`config.mk`:
```
export PLATFORM = sky130hd
export DESIGN_NAME = adc_spi_responder
export DESIGN_NICKNAME = d
export VERILOG_FILES = /design/src/rtl/adc_spi_pkg.sv /design/src/rtl/adc_spi_responder_spi_in_sync.sv /design/src/rtl/adc_spi_responder.sv
export SDC_FILE = /design/constraint.sdc
export NUM_CORES = 1
export LEC_CHECK = 0
export CAP_MARGIN = 20
export CELL_PAD_IN_SITES_DETAIL_PLACEMENT = 1
export CELL_PAD_IN_SITES_GLOBAL_PLACEMENT = 2
export CORE_AREA = 2 2 131 107
export DETAILED_ROUTE_END_ITERATION = 10
export DIE_AREA = 0 0 133 109
export GPL_TIMING_DRIVEN = 0
export PLACE_DENSITY = 0.75
export SLEW_MARGIN = 15
export SYNTH_ARGS = -nofsm -noshare
export SYNTH_HDL_FRONTEND = slang
export SYNTH_SLANG_ARGS = --single-unit
```
`constraint.sdc`:
```
create_clock -name clk -period 2.15 [get_ports clk]
set_input_delay 0.645 -clock clk [delete_from_list [all_inputs] [get_ports clk]]
set_output_delay 0.645 -clock clk [all_outputs]
set_load 0.01 [all_outputs]
```
`src/rtl/adc_spi_pkg.sv`:
```
// Shared ADC128S022-style SPI frame constants and FSM encodings.
// Used by both the on-chip SPI master and the ADC responder.
package adc_spi_pkg;

    localparam int FRAME_W    = 16;
    localparam int LEAD_ZEROS = 4;
    localparam int CH_MSB     = 13;
    localparam int CH_LSB     = 11;
    localparam int CH_W       = CH_MSB - CH_LSB + 1;
    localparam int CNT_W      = 5;

    typedef enum logic [1:0] {
        ST_IDLE   = 2'd0,
        ST_ACTIVE = 2'd1,
        ST_HOLD   = 2'd2
    } state_e;

    function automatic logic [CH_W-1:0] ch_wrap(
        input logic [CH_W-1:0] i_ch,
        input int              i_n_ch
    );
        return CH_W'(int'(i_ch) % i_n_ch);
    endfunction

endpackage

```
`src/rtl/adc_spi_responder_spi_in_sync.sv`:
```
// Multi-flop synchronizer for a slow pad input with
// single-cycle rise/fall strobes on the synchronized level.
module spi_in_sync #(
    parameter int SYNC_STAGES = 2
) (
    input  logic clk,
    input  logic rst_n,
    input  logic i_d,
    output logic o_rise,
    output logic o_fall
);

    logic [SYNC_STAGES-1:0] r_sync;
    logic                   r_hist;
    logic                   w_lvl;

    assign w_lvl = r_sync[SYNC_STAGES-1];

    // Reset to 0 so a line already low at release is not seen as a fall.
    always_ff @(posedge clk or negedge rst_n) begin
        if (!rst_n) begin
            r_sync <= '0;
            r_hist <= 1'b0;
        end else begin
            r_sync <= {r_sync[SYNC_STAGES-2:0], i_d};
            r_hist <= w_lvl;
        end
    end

    assign o_rise = w_lvl & ~r_hist;
    assign o_fall = ~w_lvl & r_hist;

endmodule

```
`src/rtl/adc_spi_responder.sv`:
```
// ADC128S022-compatible SPI slave emulator: decodes the control word and
// returns the sample of the channel addressed in the previous frame.
module adc_spi_responder
    import adc_spi_pkg::*;
#(
    parameter int DATA_W      = 12,
    parameter int N_CH        = 8,
    parameter int SYNC_STAGES = 2
) (
    input  logic                   clk,
    input  logic                   rst_n,
    input  logic                   spi_sclk,
    input  logic                   spi_cs_n,
    input  logic                   spi_mosi,
    output logic                   spi_miso,
    output logic                   spi_miso_oe,
    input  logic [N_CH*DATA_W-1:0] ch_data,
    output logic                   conv_start,
    output logic [2:0]             conv_ch,
    output logic [15:0]            ctrl_word,
    output logic                   frame_done,
    output logic                   frame_err
);

    logic w_sclk_rise;
    logic w_sclk_fall;
    logic w_cs_rise;
    logic w_cs_fall;
    logic w_mosi;

    logic [SYNC_STAGES-1:0] r_mosi_sync;

    spi_in_sync #(
        .SYNC_STAGES(SYNC_STAGES)
    ) u_sclk_sync (
        .clk   (clk),
        .rst_n (rst_n),
        .i_d   (spi_sclk),
        .o_rise(w_sclk_rise),
        .o_fall(w_sclk_fall)
    );

    spi_in_sync #(
        .SYNC_STAGES(SYNC_STAGES)
    ) u_cs_sync (
        .clk   (clk),
        .rst_n (rst_n),
        .i_d   (spi_cs_n),
        .o_rise(w_cs_rise),
        .o_fall(w_cs_fall)
    );

    // Same depth as SCLK so MOSI is aligned with the detected rise.
    always_ff @(posedge clk or negedge rst_n) begin
        if (!rst_n) begin
            r_mosi_sync <= '0;
        end else begin
            r_mosi_sync <= {r_mosi_sync[SYNC_STAGES-2:0], spi_mosi};
        end
    end

    assign w_mosi = r_mosi_sync[SYNC_STAGES-1];

    state_e            r_state;
    state_e            w_state_nxt;
    logic [FRAME_W-1:0] r_tx_sr;
    logic [FRAME_W-1:0] w_tx_nxt;
    logic [FRAME_W-1:0] r_rx_sr;
    logic [FRAME_W-1:0] w_rx_nxt;
    logic [CNT_W-1:0]  r_bit_cnt;
    logic [CNT_W-1:0]  w_cnt_nxt;
    logic              r_miso;
    logic              w_miso_nxt;
    logic              r_oe;
    logic              w_oe_nxt;
    logic [CH_W-1:0]   r_conv_ch;
    logic [CH_W-1:0]   w_conv_ch_nxt;
    logic [CH_W-1:0]   r_next_ch;
    logic [CH_W-1:0]   w_next_ch_nxt;
    logic [FRAME_W-1:0] r_ctrl;
    logic [FRAME_W-1:0] w_ctrl_nxt;
    logic              r_start;
    logic              w_start_nxt;
    logic              r_done;
    logic              w_done_nxt;
    logic              r_err;
    logic              w_err_nxt;
    logic [DATA_W-1:0] w_sample;

    assign w_sample = ch_data[int'(r_next_ch)*DATA_W +: DATA_W];

    always_ff @(posedge clk or negedge rst_n) begin
        if (!rst_n) begin
            r_state <= ST_IDLE;
        end else begin
            r_state <= w_state_nxt;
        end
    end

    always_comb begin
        w_state_nxt   = r_state;
        w_tx_nxt      = r_tx_sr;
        w_rx_nxt      = r_rx_sr;
        w_cnt_nxt     = r_bit_cnt;
        w_miso_nxt    = r_miso;
        w_oe_nxt      = r_oe;
        w_conv_ch_nxt = r_conv_ch;
        w_next_ch_nxt = r_next_ch;
        w_ctrl_nxt    = r_ctrl;
        w_start_nxt   = 1'b0;
        w_done_nxt    = 1'b0;
        w_err_nxt     = 1'b0;
        unique case (r_state)
            ST_IDLE: begin
                if (w_cs_fall) begin
                    w_tx_nxt      = FRAME_W'(w_sample);
                    w_miso_nxt    = w_tx_nxt[FRAME_W-1];
                    w_oe_nxt      = 1'b1;
                    w_conv_ch_nxt = r_next_ch;
                    w_start_nxt   = 1'b1;
                    w_cnt_nxt     = '0;
                    w_state_nxt   = ST_ACTIVE;
                end
            end
            ST_ACTIVE: begin
                if (w_cs_rise) begin
                    w_err_nxt   = 1'b1;
                    w_miso_nxt  = 1'b0;
                    w_oe_nxt    = 1'b0;
                    w_state_nxt = ST_IDLE;
                end else if (w_sclk_rise) begin
                    w_rx_nxt  = {r_rx_sr[FRAME_W-2:0], w_mosi};
                    w_cnt_nxt = r_bit_cnt + 1'b1;
                    if (r_bit_cnt == CNT_W'(FRAME_W-1)) begin
                        w_ctrl_nxt    = w_rx_nxt;
                        w_next_ch_nxt = ch_wrap(w_rx_nxt[CH_MSB:CH_LSB], N_CH);
                        w_miso_nxt    = 1'b0;
                        w_state_nxt   = ST_HOLD;
                    end
                end else if (w_sclk_fall && r_bit_cnt != '0) begin
                    // A fall before the first rise is a CPOL=1 idle edge.
                    w_tx_nxt   = {r_tx_sr[FRAME_W-2:0], 1'b0};
                    w_miso_nxt = w_tx_nxt[FRAME_W-1];
                end
            end
            ST_HOLD: begin
                w_miso_nxt = 1'b0;
                if (w_cs_rise) begin
                    w_done_nxt  = 1'b1;
                    w_oe_nxt    = 1'b0;
                    w_state_nxt = ST_IDLE;
                end
            end
            default: begin
                w_state_nxt = ST_IDLE;
                w_miso_nxt  = 1'b0;
                w_oe_nxt    = 1'b0;
            end
        endcase
    end

    always_ff @(posedge clk or negedge rst_n) begin
        if (!rst_n) begin
            r_tx_sr   <= '0;
            r_rx_sr   <= '0;
            r_bit_cnt <= '0;
            r_miso    <= 1'b0;
            r_oe      <= 1'b0;
            r_conv_ch <= '0;
            r_next_ch <= '0;
            r_ctrl    <= '0;
            r_start   <= 1'b0;
            r_done    <= 1'b0;
            r_err     <= 1'b0;
        end else begin
            r_tx_sr   <= w_tx_nxt;
            r_rx_sr   <= w_rx_nxt;
            r_bit_cnt <= w_cnt_nxt;
            r_miso    <= w_miso_nxt;
            r_oe      <= w_oe_nxt;
            r_conv_ch <= w_conv_ch_nxt;
            r_next_ch <= w_next_ch_nxt;
            r_ctrl    <= w_ctrl_nxt;
            r_start   <= w_start_nxt;
            r_done    <= w_done_nxt;
            r_err     <= w_err_nxt;
        end
    end

    assign spi_miso    = r_miso;
    assign spi_miso_oe = r_oe;
    assign conv_start  = r_start;
    assign conv_ch     = r_conv_ch;
    assign ctrl_word   = r_ctrl;
    assign frame_done  = r_done;
    assign frame_err   = r_err;

endmodule

```
run_1/final_clocks.png
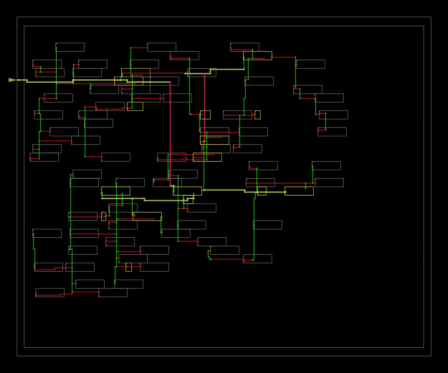
Inserted Clock Buffers: 9
Num Clock Sinks: 69

run_1/metal_stack.png
Only two layers are drawn.
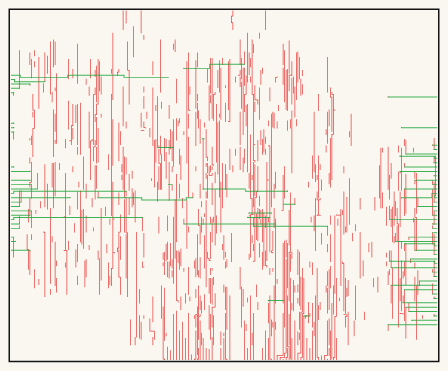
Key: met2 = red [wire length 5120 um]; met3 = green [wire length 680 um]
total wire length: 11100 um
DR vias: 3046
DR WL/cell: 17.4 um

==> flow_metrics.py, run 1 <==
# Physical implementation metrics
metrics = {
    "synthesis": {
        "fp_nets": 421,
        "top_area_cell": "dfrtp_1",
        "async_flop_share_pct": 100,
        "xor_share_pct": 0,
        "synth_stat.cells": 314,
        "synth.cellmix.compoundShare_pct": 12.3,
        "yosys_warnings": 0,
        "syn_area_per_cell_sq_um": 12.0,
        "top_cell_area_share_pct": 45.9,
        "synth-seq-cells": 69,
        "synthCells": 314,
    },
    "finish": {
        "flops": 69,
        "comb_cells": 216,
        "fill_cells": 1426,
        "n_all_buffers": 146,
        "layout_top_cell": "clkdlybuf4s50_1",
        "n_clock_buffer": 11,
        "buffer_area_share_pct": 25.8,
        "diodes": 0,
    },
    "status": {
        "status": "finished clean",
    },
    "grt": {
        "grt.busiest_layer": "met2",
        "grt_max_degree": 36,
        "grt_pass1_wl_um": 18400,
        "grt_use_met3_pct": 4.74,
        "gr-usage-met2_pct": 26.7,
    },
    "worst_setup_path": {
        "r2r_slack_ns": 0.19,
        "worst-r2r-cell-count": 6,
        "crit_fanout": 10,
        "path_buffers": 2,
    },
    "route": {
        "viasPerCell": 4.77,
    },
    "placement": {
        "place_area_sq_um": 5250,
        "hpwl_um": 8530,
    },
    "clock_network": {
        "insertion_delay_ns": 0.33,
        "cts_max_path_buffers": 2,
    },
    "power": {
        "power_uw": 4000,
    },
    "die": {
        "io_pins": 125,
        "n_tap_cell": 180,
    },
    "sta": {
        "max_slew_margin_pct": 53.5,
        "slew_violations": 0,
        "setup_viol": 0,
    },
}
run_1/met1.png
Supply wires on this layer in gray.
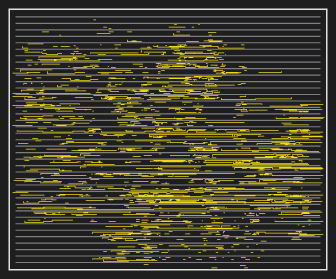
The layer holds 47% of the routed length. The longest straight run is 51.1 um. 505 nets have wire on it. The layer carries 5240 um of wire. The wires run mostly horizontal.
M1 GR Usage: 21.6%

==> inputs of run 2 (changes only) <==
--- a/config.mk
+++ b/config.mk
@@ -12,6 +12,7 @@
 export DETAILED_ROUTE_END_ITERATION = 10
 export DIE_AREA = 0 0 133 109
 export GPL_TIMING_DRIVEN = 0
+export HOLD_SLACK_MARGIN = 0.15
 export PLACE_DENSITY = 0.75
 export SLEW_MARGIN = 15
 export SYNTH_ARGS = -nofsm -noshare
run_2/final_clocks.png
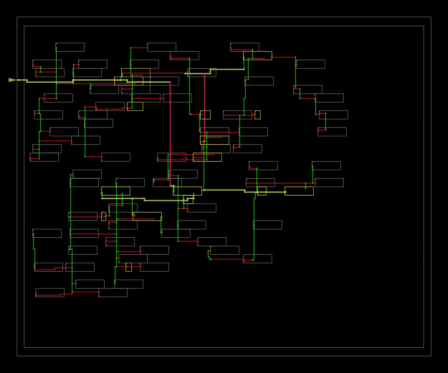
Power Clock: 1370 uW
Seq cells: 69
clk_buf instances: 11
Clock Skews: 0.00575 ns

run_2/zoom.png
The bar under the picture is 10 um long. Region (52, 40) to (82, 70) um. Cells in gray, sequential cells in the stronger gray; small squares are vias.
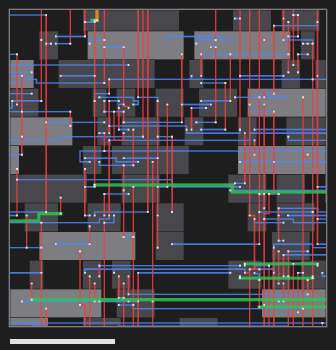
Key: met1 = blue; met2 = red; met3 = green; met4 = orange
Most frequent: mux2i_1 (8), dfrtp_1 (8), o21ai_0 (7). Sequential cells in the window: 8. 46 logic cells have their middle in the window. Netlist names of flops here include r_tx_sr (7), r_bit_cnt (1).

run_2/met1.png
Supply wires on this layer in gray.
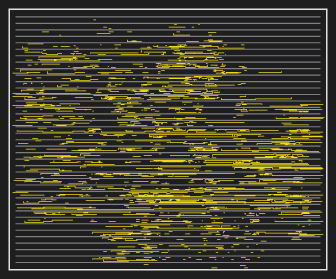
505 nets have wire on it. The layer carries 5240 um of wire.

==> run 2 against run 1 <==
Net effect: hold slack unchanged; combinational power is essentially flat; flip-flop count stayed put; setup slack did not move; area after synthesis stayed put; synthesized cell count unchanged; final cell count unchanged; register-to-register slack is essentially flat; clock skew unchanged; clock power about the same; count of clock-buffer cells in the layout did not move.
==> flow_metrics.py, run 2 <==
# Physical implementation metrics
metrics = {
    "synthesis": {
        "fp_nets": 421,
        "yosys_warnings": 0,
        "top_area_cell": "dfrtp_1",
        "syn_area_per_cell_sq_um": 12.0,
        "synth.cellmix.compoundShare_pct": 12.3,
        "top_cell_area_share_pct": 45.9,
        "synth-seq-cells": 69,
        "async_flop_share_pct": 100,
        "synth_stat.cells": 314,
        "synthCells": 314,
    },
    "finish": {
        "n_all_buffers": 146,
        "comb_cells": 216,
        "diodes": 0,
        "layout_top_cell": "clkdlybuf4s50_1",
        "buffer_area_share_pct": 25.8,
        "fill_cells": 1426,
    },
    "route": {
        "viasPerCell": 4.77,
        "routedWlPerCell_um": 17.4,
        "wl_um": 11100,
    },
    "sta": {
        "setup_viol": 0,
        "final_hold_viol_count": 0,
        "max_slew_margin_pct": 53.5,
    },
    "die": {
        "io_pins": 125,
    },
    "grt": {
        "gr-usage-met2_pct": 26.7,
        "grt_pass1_wl_um": 18400,
        "grt.busiest_layer": "met2",
        "grt_use_met1_pct": 21.6,
        "grt_use_met3_pct": 4.74,
        "grt_max_degree": 36,
    },
    "power": {
        "power_uw": 4000,
    },
    "status": {
        "status": "finished clean",
    },
    "placement": {
        "place_area_sq_um": 5250,
        "hpwl_um": 8530,
    },
    "worst_setup_path": {
        "path_buffers": 2,
        "worst-r2r-cell-count": 6,
    },
    "clock_network": {
        "cts_buffers": 9,
        "cts_max_path_buffers": 2,
        "insertion_delay_ns": 0.33,
        "cts.sinks": 69,
    },
}
==> inputs of run 3 (changes only) <==
--- a/config.mk
+++ b/config.mk
@@ -14,6 +14,7 @@
 export GPL_TIMING_DRIVEN = 0
 export HOLD_SLACK_MARGIN = 0.15
 export PLACE_DENSITY = 0.75
+export SKIP_CTS_REPAIR_TIMING = 1
 export SLEW_MARGIN = 15
 export SYNTH_ARGS = -nofsm -noshare
 export SYNTH_HDL_FRONTEND = slang
run_3/metal_stack.png
Only two layers are drawn.
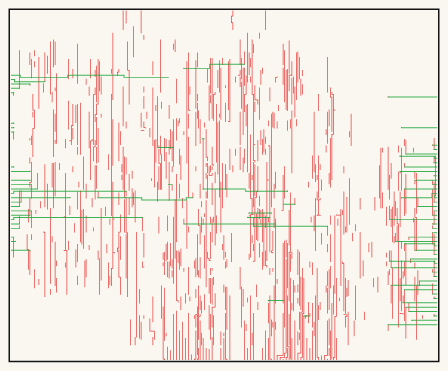
Key: met3 = green [wire length 680 um]; met2 = red [wire length 5120 um]
GRT Total Usage: 16.3%

run_3/zoom.png
The bar under the picture is 10 um long. Region (52, 40) to (82, 70) um. Cells in gray, sequential cells in the stronger gray; small squares are vias.
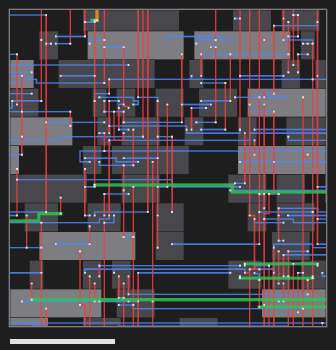
Key: met3 = green; met1 = blue; met2 = red; met4 = orange
46 logic cells have their middle in the window. Netlist names of flops here include r_tx_sr (7), r_bit_cnt (1). Most frequent: mux2i_1 (8), dfrtp_1 (8), o21ai_0 (7). Sequential cells in the window: 8.

run_3/met1.png
Supply wires on this layer in gray.
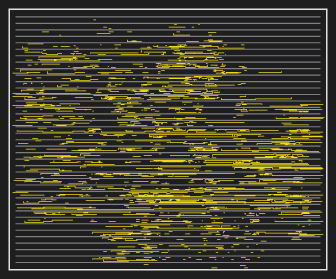
The layer carries 5240 um of wire. 505 nets have wire on it.

==> run 3 against run 2 <==
Net effect: area after synthesis unchanged; count of clock-buffer cells in the layout unchanged; wire length unchanged; critical path depth is the same; maximum frequency unchanged; die size stayed put; critical endpoint unchanged; largest cell class unchanged.
==> flow_metrics.py, run 3 <==
# Physical implementation metrics
metrics = {
    "finish": {
        "buffer_area_share_pct": 25.8,
        "fill_cells": 1426,
        "seq_area_sq_um": 1730,
        "diodes": 0,
        "layout_top_cell": "clkdlybuf4s50_1",
        "lay_top_cells": "clkdlybuf4s50_1, dfrtp_1, mux2_2",
        "biggestCellCategory": "logic gates",
        "flops": 69,
        "n_clock_buffer": 11,
        "layout.cells.non_filler": 638,
        "comb_cells": 216,
        "clkCellAreaFrac_pct": 5.00,
        "final_nets": 560,
        "inverters": 11,
        "n_all_buffers": 146,
        "utilization_pct": 41.9,
    },
    "synthesis": {
        "mux_area_share_pct": 26.9,
        "ys_types": 47,
        "ys_area_sq_um": 3760,
        "synthCells": 314,
        "top_cell_area_share_pct": 45.9,
        "synth-edff-count": 0,
        "postSynthSeqShare_pct": 45.9,
        "synth-adder-area-share_pct": 1.99,
        "yosys_warnings": 0,
        "syn_area_per_cell_sq_um": 12.0,
        "top_area_cell": "dfrtp_1",
        "area_leaders": "dfrtp_1, mux2_2, mux2i_1, o21ai_0, mux4_2",
        "synth-seq-cells": 69,
        "xor_share_pct": 0,
        "fp_nets": 421,
        "synth.cellmix.compoundShare_pct": 12.3,
        "yosys.cell_count.top_type": "dfrtp_1",
        "async_flop_share_pct": 100,
        "synth_stat.cells": 314,
    },
    "die": {
        "core_sq_um": 13300,
        "die_y_um": 109,
        "n_tap_cell": 180,
        "io_pins": 125,
        "die_x_um": 133,
    },
    "sta": {
        "finalClockSkew_ns": 0.00575,
        "finalCritPeriodShare_pct": 91.0,
        "setup_viol": 0,
        "slew_violations": 0,
        "tns_ns": 0,
        "max_slew_margin_pct": 53.5,
        "final_hold_viol_count": 0,
    },
    "placement": {
        "place_area_sq_um": 5250,
        "hpwl_um": 8530,
        "gp_congestion": 0.742,
    },
    "clock_network": {
        "cts_buffers": 9,
        "insertion_delay_ns": 0.33,
        "ctsHtreeMaxLevel": 3,
        "cts.sinks": 69,
        "cts_max_path_buffers": 2,
        "path_clk_slew_ns": 0.06,
    },
    "worst_setup_path": {
        "r2r_slack_ns": 0.19,
        "end_kind": "flip-flop",
        "endpoint": "r_tx_sr[10]",
        "crit_fanout": 10,
        "worst-r2r-cell-count": 6,
        "reg2reg_from": "r_next_ch[0]",
        "crit_chain": "buf_2 > nor2b_1 > buf_1 > a22oi_1 > a32oi_1 > o21ai_0",
        "path_buffers": 2,
    },
    "power": {
        "peakVddDrop_uv": 411,
        "power_uw": 4000,
        "p_sw_share_pct": 29.6,
        "power.switching_uw": 1180,
        "p_comb_share_pct": 24.6,
        "clock_net_power_uw": 1370,
        "internal_power_uw": 2820,
    },
    "status": {
        "status": "finished clean",
    },
    "grt": {
        "grt_max_degree": 36,
        "grt_pass1_wl_um": 18400,
        "grt.busiest_layer": "met2",
        "first_global_vias": 3431,
        "gr-usage-met2_pct": 26.7,
        "grt_use_met1_pct": 21.6,
        "grt_use_met3_pct": 4.74,
    },
    "route": {
        "remaining_drc_errors": 0,
        "viasPerCell": 4.77,
        "dr.pass1.iters": 4,
        "wl_met1_um": 5240,
        "routedWlPerCell_um": 17.4,
        "wl_um": 11100,
        "wl_met3_um": 679,
        "num_vias": 3046,
    },
    "run": {
        "max_cap_violations": 0,
    },
    "worst_hold_path": {
        "min_path_type": "in -> async",
    },
}
Power figures rest on the tool's default switching activity, not on a simulated workload.
